===== src/rtl/max_scan_engine_if.sv =====
// max_scan_engine_if: data-memory bus between the scan engine and memory.
// Master drives address/data/strobes; slave returns combinational read data.
interface max_scan_engine_if;
  logic [31:0] mem_adr;
  logic [31:0] mem_din;
  logic [31:0] mem_dout;
  logic        mem_rd;
  logic        mem_wr;

  modport master (
    output mem_adr,
    output mem_din,
    output mem_rd,
    output mem_wr,
    input  mem_dout
  );

  modport slave (
    input  mem_adr,
    input  mem_din,
    input  mem_rd,
    input  mem_wr,
    output mem_dout
  );
endinterface


===== src/rtl/max_scan_engine.sv =====
// max_scan_engine: scans LEN signed words, finds the max and its index,
// then writes both back to memory. All outputs decode registered state.
module max_scan_engine #(
  parameter logic [31:0] BASE_ADR = 32'd1000,
  parameter int          LEN      = 20,
  parameter logic [31:0] STRIDE   = 32'd4,
  parameter logic [31:0] MAX_ADR  = 32'd2000,
  parameter logic [31:0] IDX_ADR  = 32'd2004
) (
  input  logic                     i_clk,
  input  logic                     i_rst,
  input  logic                     i_start,
  max_scan_engine_if.master        mem,
  output logic                     o_busy,
  output logic                     o_done,
  output logic [31:0]              o_max_val,
  output logic [31:0]              o_max_idx
);

  localparam logic [2:0] S_IDLE   = 3'd0;
  localparam logic [2:0] S_READ   = 3'd1;
  localparam logic [2:0] S_WR_MAX = 3'd2;
  localparam logic [2:0] S_WR_IDX = 3'd3;
  localparam logic [2:0] S_DONE   = 3'd4;

  localparam logic [31:0] LAST = 32'(LEN - 1);

  logic [2:0]  r_state;
  logic [31:0] r_i;
  logic [31:0] r_cur_max;
  logic [31:0] r_cur_idx;
  logic [31:0] r_max_val;
  logic [31:0] r_max_idx;

  logic        w_gt;
  logic [31:0] w_adr;
  logic [31:0] w_din;
  logic        w_rd;
  logic        w_wr;

  assign w_gt = $signed(mem.mem_dout) > $signed(r_cur_max);

  // FSM, element counter and running max/index tracking
  always_ff @(posedge i_clk) begin
    if (i_rst) begin
      r_state   <= S_IDLE;
      r_i       <= '0;
      r_cur_max <= '0;
      r_cur_idx <= '0;
      r_max_val <= '0;
      r_max_idx <= '0;
    end else begin
      unique case (r_state)
        S_IDLE: begin
          if (i_start) begin
            r_i     <= '0;
            r_state <= S_READ;
          end
        end
        S_READ: begin
          if (r_i == '0 || w_gt) begin
            r_cur_max <= mem.mem_dout;
            r_cur_idx <= r_i;
          end
          r_i <= r_i + 32'd1;
          if (r_i == LAST)
            r_state <= S_WR_MAX;
        end
        S_WR_MAX: r_state <= S_WR_IDX;
        S_WR_IDX: begin
          r_max_val <= r_cur_max;
          r_max_idx <= r_cur_idx;
          r_state   <= S_DONE;
        end
        S_DONE:  r_state <= S_IDLE;
        default: r_state <= S_IDLE;
      endcase
    end
  end

  // Memory bus drive decoded from the current state only
  always_comb begin
    w_adr = '0;
    w_din = '0;
    w_rd  = 1'b0;
    w_wr  = 1'b0;
    unique case (r_state)
      S_READ: begin
        w_rd  = 1'b1;
        w_adr = BASE_ADR + r_i * STRIDE;
      end
      S_WR_MAX: begin
        w_wr  = 1'b1;
        w_adr = MAX_ADR;
        w_din = r_cur_max;
      end
      S_WR_IDX: begin
        w_wr  = 1'b1;
        w_adr = IDX_ADR;
        w_din = r_cur_idx;
      end
      default: ;
    endcase
  end

  assign mem.mem_adr = w_adr;
  assign mem.mem_din = w_din;
  assign mem.mem_rd  = w_rd;
  assign mem.mem_wr  = w_wr;

  assign o_busy    = (r_state != S_IDLE);
  assign o_done    = (r_state == S_DONE);
  assign o_max_val = r_max_val;
  assign o_max_idx = r_max_idx;

endmodule


===== src/flat_wrapper.sv =====
// flat-port wrapper written by rule: the top's interface ports become plain ports
module max_scan_engine_flat 
#(
  parameter logic [31:0] BASE_ADR = 32'd1000,
  parameter int          LEN      = 20,
  parameter logic [31:0] STRIDE   = 32'd4,
  parameter logic [31:0] MAX_ADR  = 32'd2000,
  parameter logic [31:0] IDX_ADR  = 32'd2004
)
  (i_clk, i_rst, i_start, o_busy, o_done, o_max_val, o_max_idx, mem_mem_adr, mem_mem_din, mem_mem_rd, mem_mem_wr, mem_mem_dout);
  max_scan_engine_if mem_i ();
  input  logic i_clk;
  input  logic i_rst;
  input  logic i_start;
  output logic o_busy;
  output logic o_done;
  output logic [31:0] o_max_val;
  output logic [31:0] o_max_idx;
  output wire logic [$bits(mem_i.mem_adr)-1:0] mem_mem_adr;
  output wire logic [$bits(mem_i.mem_din)-1:0] mem_mem_din;
  output wire logic [$bits(mem_i.mem_rd)-1:0] mem_mem_rd;
  output wire logic [$bits(mem_i.mem_wr)-1:0] mem_mem_wr;
  input wire logic [$bits(mem_i.mem_dout)-1:0] mem_mem_dout;
  assign mem_mem_adr = mem_i.mem_adr;
  assign mem_mem_din = mem_i.mem_din;
  assign mem_mem_rd = mem_i.mem_rd;
  assign mem_mem_wr = mem_i.mem_wr;
  assign mem_i.mem_dout = mem_mem_dout;
  max_scan_engine #(.BASE_ADR(BASE_ADR), .LEN(LEN), .STRIDE(STRIDE), .MAX_ADR(MAX_ADR), .IDX_ADR(IDX_ADR)) u_core (.i_clk(i_clk), .i_rst(i_rst), .i_start(i_start), .mem(mem_i), .o_busy(o_busy), .o_done(o_done), .o_max_val(o_max_val), .o_max_idx(o_max_idx));
endmodule

===== config.mk =====
export PLATFORM = sky130hd
export DESIGN_NAME = max_scan_engine_flat
export DESIGN_NICKNAME = d
export VERILOG_FILES = /design/src/rtl/max_scan_engine_if.sv /design/src/rtl/max_scan_engine.sv /design/src/flat_wrapper.sv
export SDC_FILE = /design/constraint.sdc
export NUM_CORES = 1
export LEC_CHECK = 0
export CORE_ASPECT_RATIO = 0.8
export CORE_UTILIZATION = 35
export CTS_BUF_LIST = sky130_fd_sc_hd__clkbuf_2
export DETAILED_ROUTE_END_ITERATION = 16
export PLACE_DENSITY = 0.68
export SLEW_MARGIN = 20
export SYNTH_ARGS = -nofsm -noshare
export SYNTH_HDL_FRONTEND = slang
export SYNTH_SLANG_ARGS = --single-unit

===== constraint.sdc =====
create_clock -name i_clk -period 3.3 [get_ports i_clk]
set_input_delay 0.495 -clock i_clk [delete_from_list [all_inputs] [get_ports i_clk]]
set_output_delay 0.495 -clock i_clk [all_outputs]
set_load 0.05 [all_outputs]

Run 1, routed clock nets over the placement:
(3 px per um)
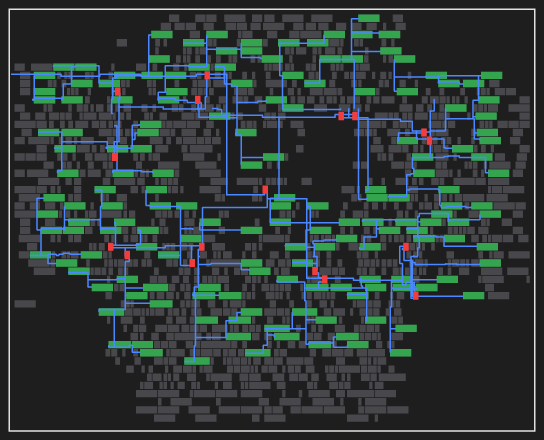
Key: green = flip-flops [count 163]; red = clock drivers [count 17]; blue = clock wires [length 2150 um]
There are 18 routed clock nets.

Run 1, metal 2:
(2 px per um)
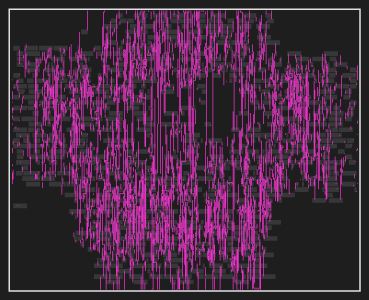
The layer holds 46% of the routed length. The longest straight run is 54.4 um. The wires run mostly vertical.

Run 1, I/O pins on the die edge:
(1.5 px per um) Pins as bars across the die edge, other pins in gray.
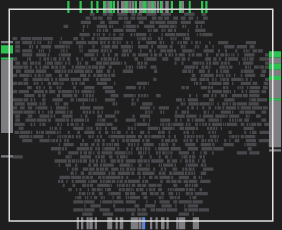
Key: green = `o_max_val` [pins 32, direction output, edge 18 top, 9 right, 5 left]; blue = `o_done` [pins 1, direction output, edge bottom]

==> run summary, run 1 <==
Synthesis and PnR results.

- The run finished with clean final reports.
- The global placement routability congestion reads 0.866.
- In this run the full chip footprint comes out at 0.0245 mm2.
- STA classifies the critical path startpoint as a register.
- In this run the maximum-capacitance check reported violations numbering 0.
- The endpoint required time on the critical path is 2.80 ns.
- The most instantiated logic cell after routing reads sky130_fd_sc_hd__a21oi_1.
- The destination of the worst register-to-register timing path is u_core.r_cur_max[8]$_SDFFE_PP0P_.
- The sequential cell area fraction in the yosys report is 0.391.
- The minimum setup slack in the final design is 0.00984 ns.
- The synthesis run shows the most used standard cells to be sky130_fd_sc_hd__a21oi_1 (170), sky130_fd_sc_hd__nand2_1 (167), sky130_fd_sc_hd__dfxtp_1 (163), sky130_fd_sc_hd__clkbuf_1 (81), sky130_fd_sc_hd__o21ai_0 (79).
- The hold slack reads 0.325 ns.
- The stage-log warning count reads 29.
- The most numerous cell in the Yosys netlist is sky130_fd_sc_hd__a21oi_1.
- The cell count listed in synth_stat.txt reads 1107.
- The most instantiated flip-flop cell in the synthesis netlist reads sky130_fd_sc_hd__dfxtp_1.
- The root buffer cell chosen for the clock tree is sky130_fd_sc_hd__clkbuf_2.
- Across the VDD grid, the largest voltage drop is 0.195 mV.
- The share of the synthesized area in the top cell type is 0.391.
- The final cell count without fillers reads 1569.
- The classification of the worst-slack hold path reads input port to register.
- The share of final-layout standard cells stronger than drive strength 1 is 0.166.
- The total vias in the final route is 8301.
- The final tally of setup violations is 0.
- The top cell types in the final layout, fill and taps aside, are sky130_fd_sc_hd__a21oi_1 (167), sky130_fd_sc_hd__nand2_1 (165), sky130_fd_sc_hd__dfxtp_1 (143), sky130_fd_sc_hd__clkdlybuf4s50_1 (98), sky130_fd_sc_hd__or3_1 (78).
- In this run, CTS created clock tree buffers numbering 17.
- The worst slew slack as a fraction of its limit reads 0.432.
- Per the synthesis report, the dominant area consumer among library cells is sky130_fd_sc_hd__dfxtp_1.
run 1: how the worst max path moves through the flow:
stage                                start                          endpoint  slack [ns]  cells after the start
3_5_place_dp              mem_mem_dout[11]  u_core.r_cur_max[8]$_SDFFE_PP0P_       -0.02                     10
5_1_grt        u_core.r_i[11]$_SDFFE_PP0P_                   mem_mem_adr[30]       -0.22                      9
6_report        u_core.r_i[2]$_SDFFE_PP0P_                   mem_mem_adr[31]        0.01                     10
4_1_cts         u_core.r_i[1]$_SDFFE_PP0P_                   mem_mem_adr[29]       -0.11                     10
3_3_place_gp              mem_mem_dout[23]  u_core.r_cur_max[8]$_SDFFE_PP0P_        0.04                     10
2_1_floorplan   u_core.r_i[2]$_SDFFE_PP0P_                   mem_mem_adr[18]        0.14                      3
run 1: layer usage:
layer	global-route usage	vias to the layer above
met4	0.0485	0
met2	0.324	248
met5	0	-
li1	-	4096
met3	0.0513	25
met1	0.288	3932
run 1: kinds of logic (layout without fill, tap and decap cells):
| logic type | count (synthesis) | after routing | synth area share |
|---|---|---|---|
| XOR/XNOR | 22 | 22 | 0.0231 |
| adder cells (fa/ha/maj) | 35 | 35 | 0.0525 |
| buffers and inverters | 172 | 321 | 0.0820 |
| other | 1 | 2 | 0.000449 |
| multiplexers | 5 | 5 | 0.00660 |
| AND/OR/NAND/NOR | 393 | 393 | 0.232 |
| AND-OR/OR-AND | 316 | 316 | 0.212 |
| flip-flops | 163 | 163 | 0.391 |
run 1: layout make-up:
| type | instances | area (um2) |
|---|---|---|
| repair buffers | 215 | 2770 |
| fillers | 2234 | 11900 |
| multi-input cells | 773 | 4570 |
| inverters | 75 | 283 |
| clock buffers | 17 | 85.1 |
| clock inverters | 14 | 106 |
| flip-flops and latches | 163 | 3310 |
| well taps | 312 | 390 |
run 1: power by group:
group	internal (mW)	total, mW	switching (mW)
clock network	0.200	0.980	0.780
logic	0.477	1.31	0.834
registers	2.05	2.10	0.0525
total	2.72	4.39	1.67
run 1: what timing repair did:
item	4_1_cts	5_1_grt
gates resized	39	35
hold endpoints to repair	0	0
pin swaps	12	15
setup buffers	5	10
endpoints found under the setup margin	42	46
run 1: critical path, cell delays in order (launching register included):
cell,delay (ns)
sky130_fd_sc_hd__dfxtp_2,0.40
sky130_fd_sc_hd__buf_6,0.13
sky130_fd_sc_hd__ha_4,0.15
sky130_fd_sc_hd__or4_4,0.41
sky130_fd_sc_hd__nand2b_4,0.16
sky130_fd_sc_hd__buf_4,0.15
sky130_fd_sc_hd__nand2_2,0.09
sky130_fd_sc_hd__nor4_1,0.07
sky130_fd_sc_hd__xnor2_1,0.13
sky130_fd_sc_hd__nor2_1,0.20
sky130_fd_sc_hd__buf_12,0.17
run 1: metrics by stage:
| stage | setup TNS (ns) | power [mW] | util |
|---|---|---|---|
| 4_1_cts | -0.847 | 4.41 | 0.484 |
| 3_5_place_dp | -0.0357 | 3.43 | 0.469 |
| 5_1_grt | -1.57 | 4.63 | 0.492 |
| 6_report | 0 | 4.39 | 0.492 |
| 2_1_floorplan | 0 | 2.92 | - |
| 3_3_place_gp | 0 | 3.41 | 0.469 |
Run 1, placed cells, one color a class:
(2 px per um) Fill, decap, tap and diode cells in gray.
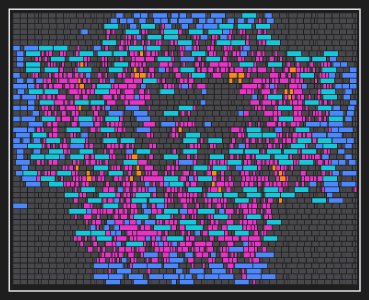

==> run 2: changes to the inputs <==
Settings changed: RECOVER_POWER from default to 100, SLEW_MARGIN 20 to default.
Run 2, placed cells, one color a class:
(2 px per um) Fill, decap, tap and diode cells in gray.
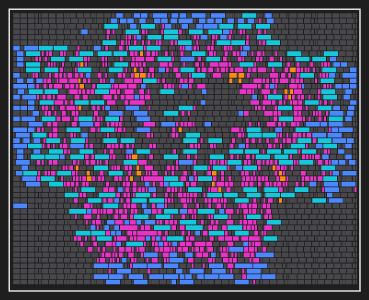
Key: magenta = combinational and other logic [cells 848, share of their area 44%]; cyan = sequential cells [cells 163, share of their area 30%]; blue = remaining buffers and delay cells [cells 215, share of their area 25%]; orange = clock drivers and dummy loads [cells 31, share of their area 1.7%]

==> run 2 against run 1 <==
  * Critical path depth did not move
  * Critical endpoint unchanged
  * Die area did not move
  * Utilization barely moved
  * Largest cell class unchanged
  * Wire length fell by 0.13%
  * Combinational power barely moved
  * Clock-buffer cell count did not move
  * Worst hold slack improved by 0.0025 ns
  * Sequential share of layout area barely moved
==> run summary, run 2 <==
Synthesis and PnR results.

- The most instantiated logic cell after routing is sky130_fd_sc_hd__a21oi_1 (unchanged).
- The share of final-layout standard cells stronger than drive strength 1 is 0.165 (was 0.166).
- The global placement routability congestion reads 0.866 (unchanged).
- The area fraction in mux cells reads 0.00660 (unchanged).
- The most instantiated flip-flop cell in the synthesis netlist is sky130_fd_sc_hd__dfxtp_1 (unchanged).
- The share of the synthesized area in the top cell type reads 0.391 (unchanged).
- The post-synthesis share of cell area spent on and-or and or-and gates reads 0.212 (unchanged).
- The tally of filler cells in the layout came to 2236 (was 2234).
- The share of the core filled with cells reads 0.492 (about the same).
- The buffering stage count on the worst path with inverters included is 3 (unchanged).
- The most numerous cell in the Yosys netlist was sky130_fd_sc_hd__a21oi_1 (unchanged).
- The final total negative setup slack was 0 ns (unchanged).
- Top cells by count: sky130_fd_sc_hd__a21oi_1 (170), sky130_fd_sc_hd__nand2_1 (167), sky130_fd_sc_hd__dfxtp_1 (163), sky130_fd_sc_hd__clkbuf_1 (81), sky130_fd_sc_hd__o21ai_0 (79) (unchanged).
- The sequential cell area fraction in the yosys report reads 0.391 (unchanged).
- The family with the most delay on the worst path was simple AND/OR/NAND/NOR gates (unchanged).
- Run status: finished clean (unchanged).
- The area of the multi-input gates reads 0.00457 mm2 (about the same).
- The final total power is 4.39 mW (about the same).
- The number of CTS-inserted buffers is 17 (unchanged).
- The final tally of setup violations was 0 (unchanged).
Run 2, clock nets:
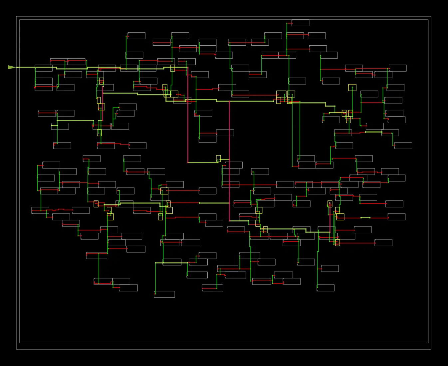
clock group total power: 0.982 mW
worst clock skew on the final layout: 0.0467 ns
clock insertion delay at the later pin of the skew report: 0.77 ns
Sink Count: 163
total number of sequential cells: 163

-- run 2: power by group --
part           leakage (nW)  internal, mW  switching [mW]  total [mW]
clock network         0.109         0.200           0.781       0.982
logic                  2.39         0.475           0.833        1.31
registers              1.33          2.05          0.0524        2.10
-- run 2: timing repair --
item | in CTS | in global routing
hold buffers | 0 | 0
pin swaps | 12 | 15
endpoints found under the setup margin | 42 | 46
setup buffers | 5 | 10
resized | 39 | 35
-- run 2: path summary, 6_finish.rpt --
path                                                     endpoint  slack (ns)                               from  cells after the start
worst max-delay path                              mem_mem_adr[31]       0.009         u_core.r_i[2]$_SDFFE_PP0P_                     10
worst min-delay path            u_core.o_max_val[11]$_SDFFE_PP0P_        0.33                              i_rst                      2
worst max register to register   u_core.r_cur_max[8]$_SDFFE_PP0P_        0.50  u_core.r_cur_max[27]$_SDFFE_PP0P_                     10
worst min register to register  u_core.o_max_val[15]$_SDFFE_PP0P_        0.46  u_core.r_cur_max[15]$_SDFFE_PP0P_                      2
-- run 2: through the flow --
step                hold WS [ns]  setup WS, ns
floorplan                  0.432         0.139
global placement           0.442        0.0420
detailed placement         0.446       -0.0172
CTS                        0.252        -0.107
global route               0.240        -0.216
finish                     0.327       0.00935
-- run 2: metal layers --
layer  part of all wire  wire length (um)  global-route usage
met5                  0                 0                   0
met4              0.014               358              0.0485
met3              0.070              1820              0.0513
met2               0.45             11700               0.324
met1               0.46             11900               0.288
-- run 2: final cells by class --
cell class              instances  share of cell area
repair buffers                215               0.240
multi-input cells             773               0.397
well taps                     312              0.0339
clock inverters                14             0.00924
flip-flops and latches        163               0.288
inverters                      75              0.0246
clock buffers                  17             0.00740
-- run 2: logic make-up (layout without fill, tap and decap cells) --
group,count (synthesis),count (layout)
simple gates,393,393
compound gates,316,316
buf+inv,172,321
xor+xnor,22,22
mux,5,5
fa+ha+maj,35,35
other cells,1,2
flops,163,163
Power is estimated from default activity; no workload was simulated.
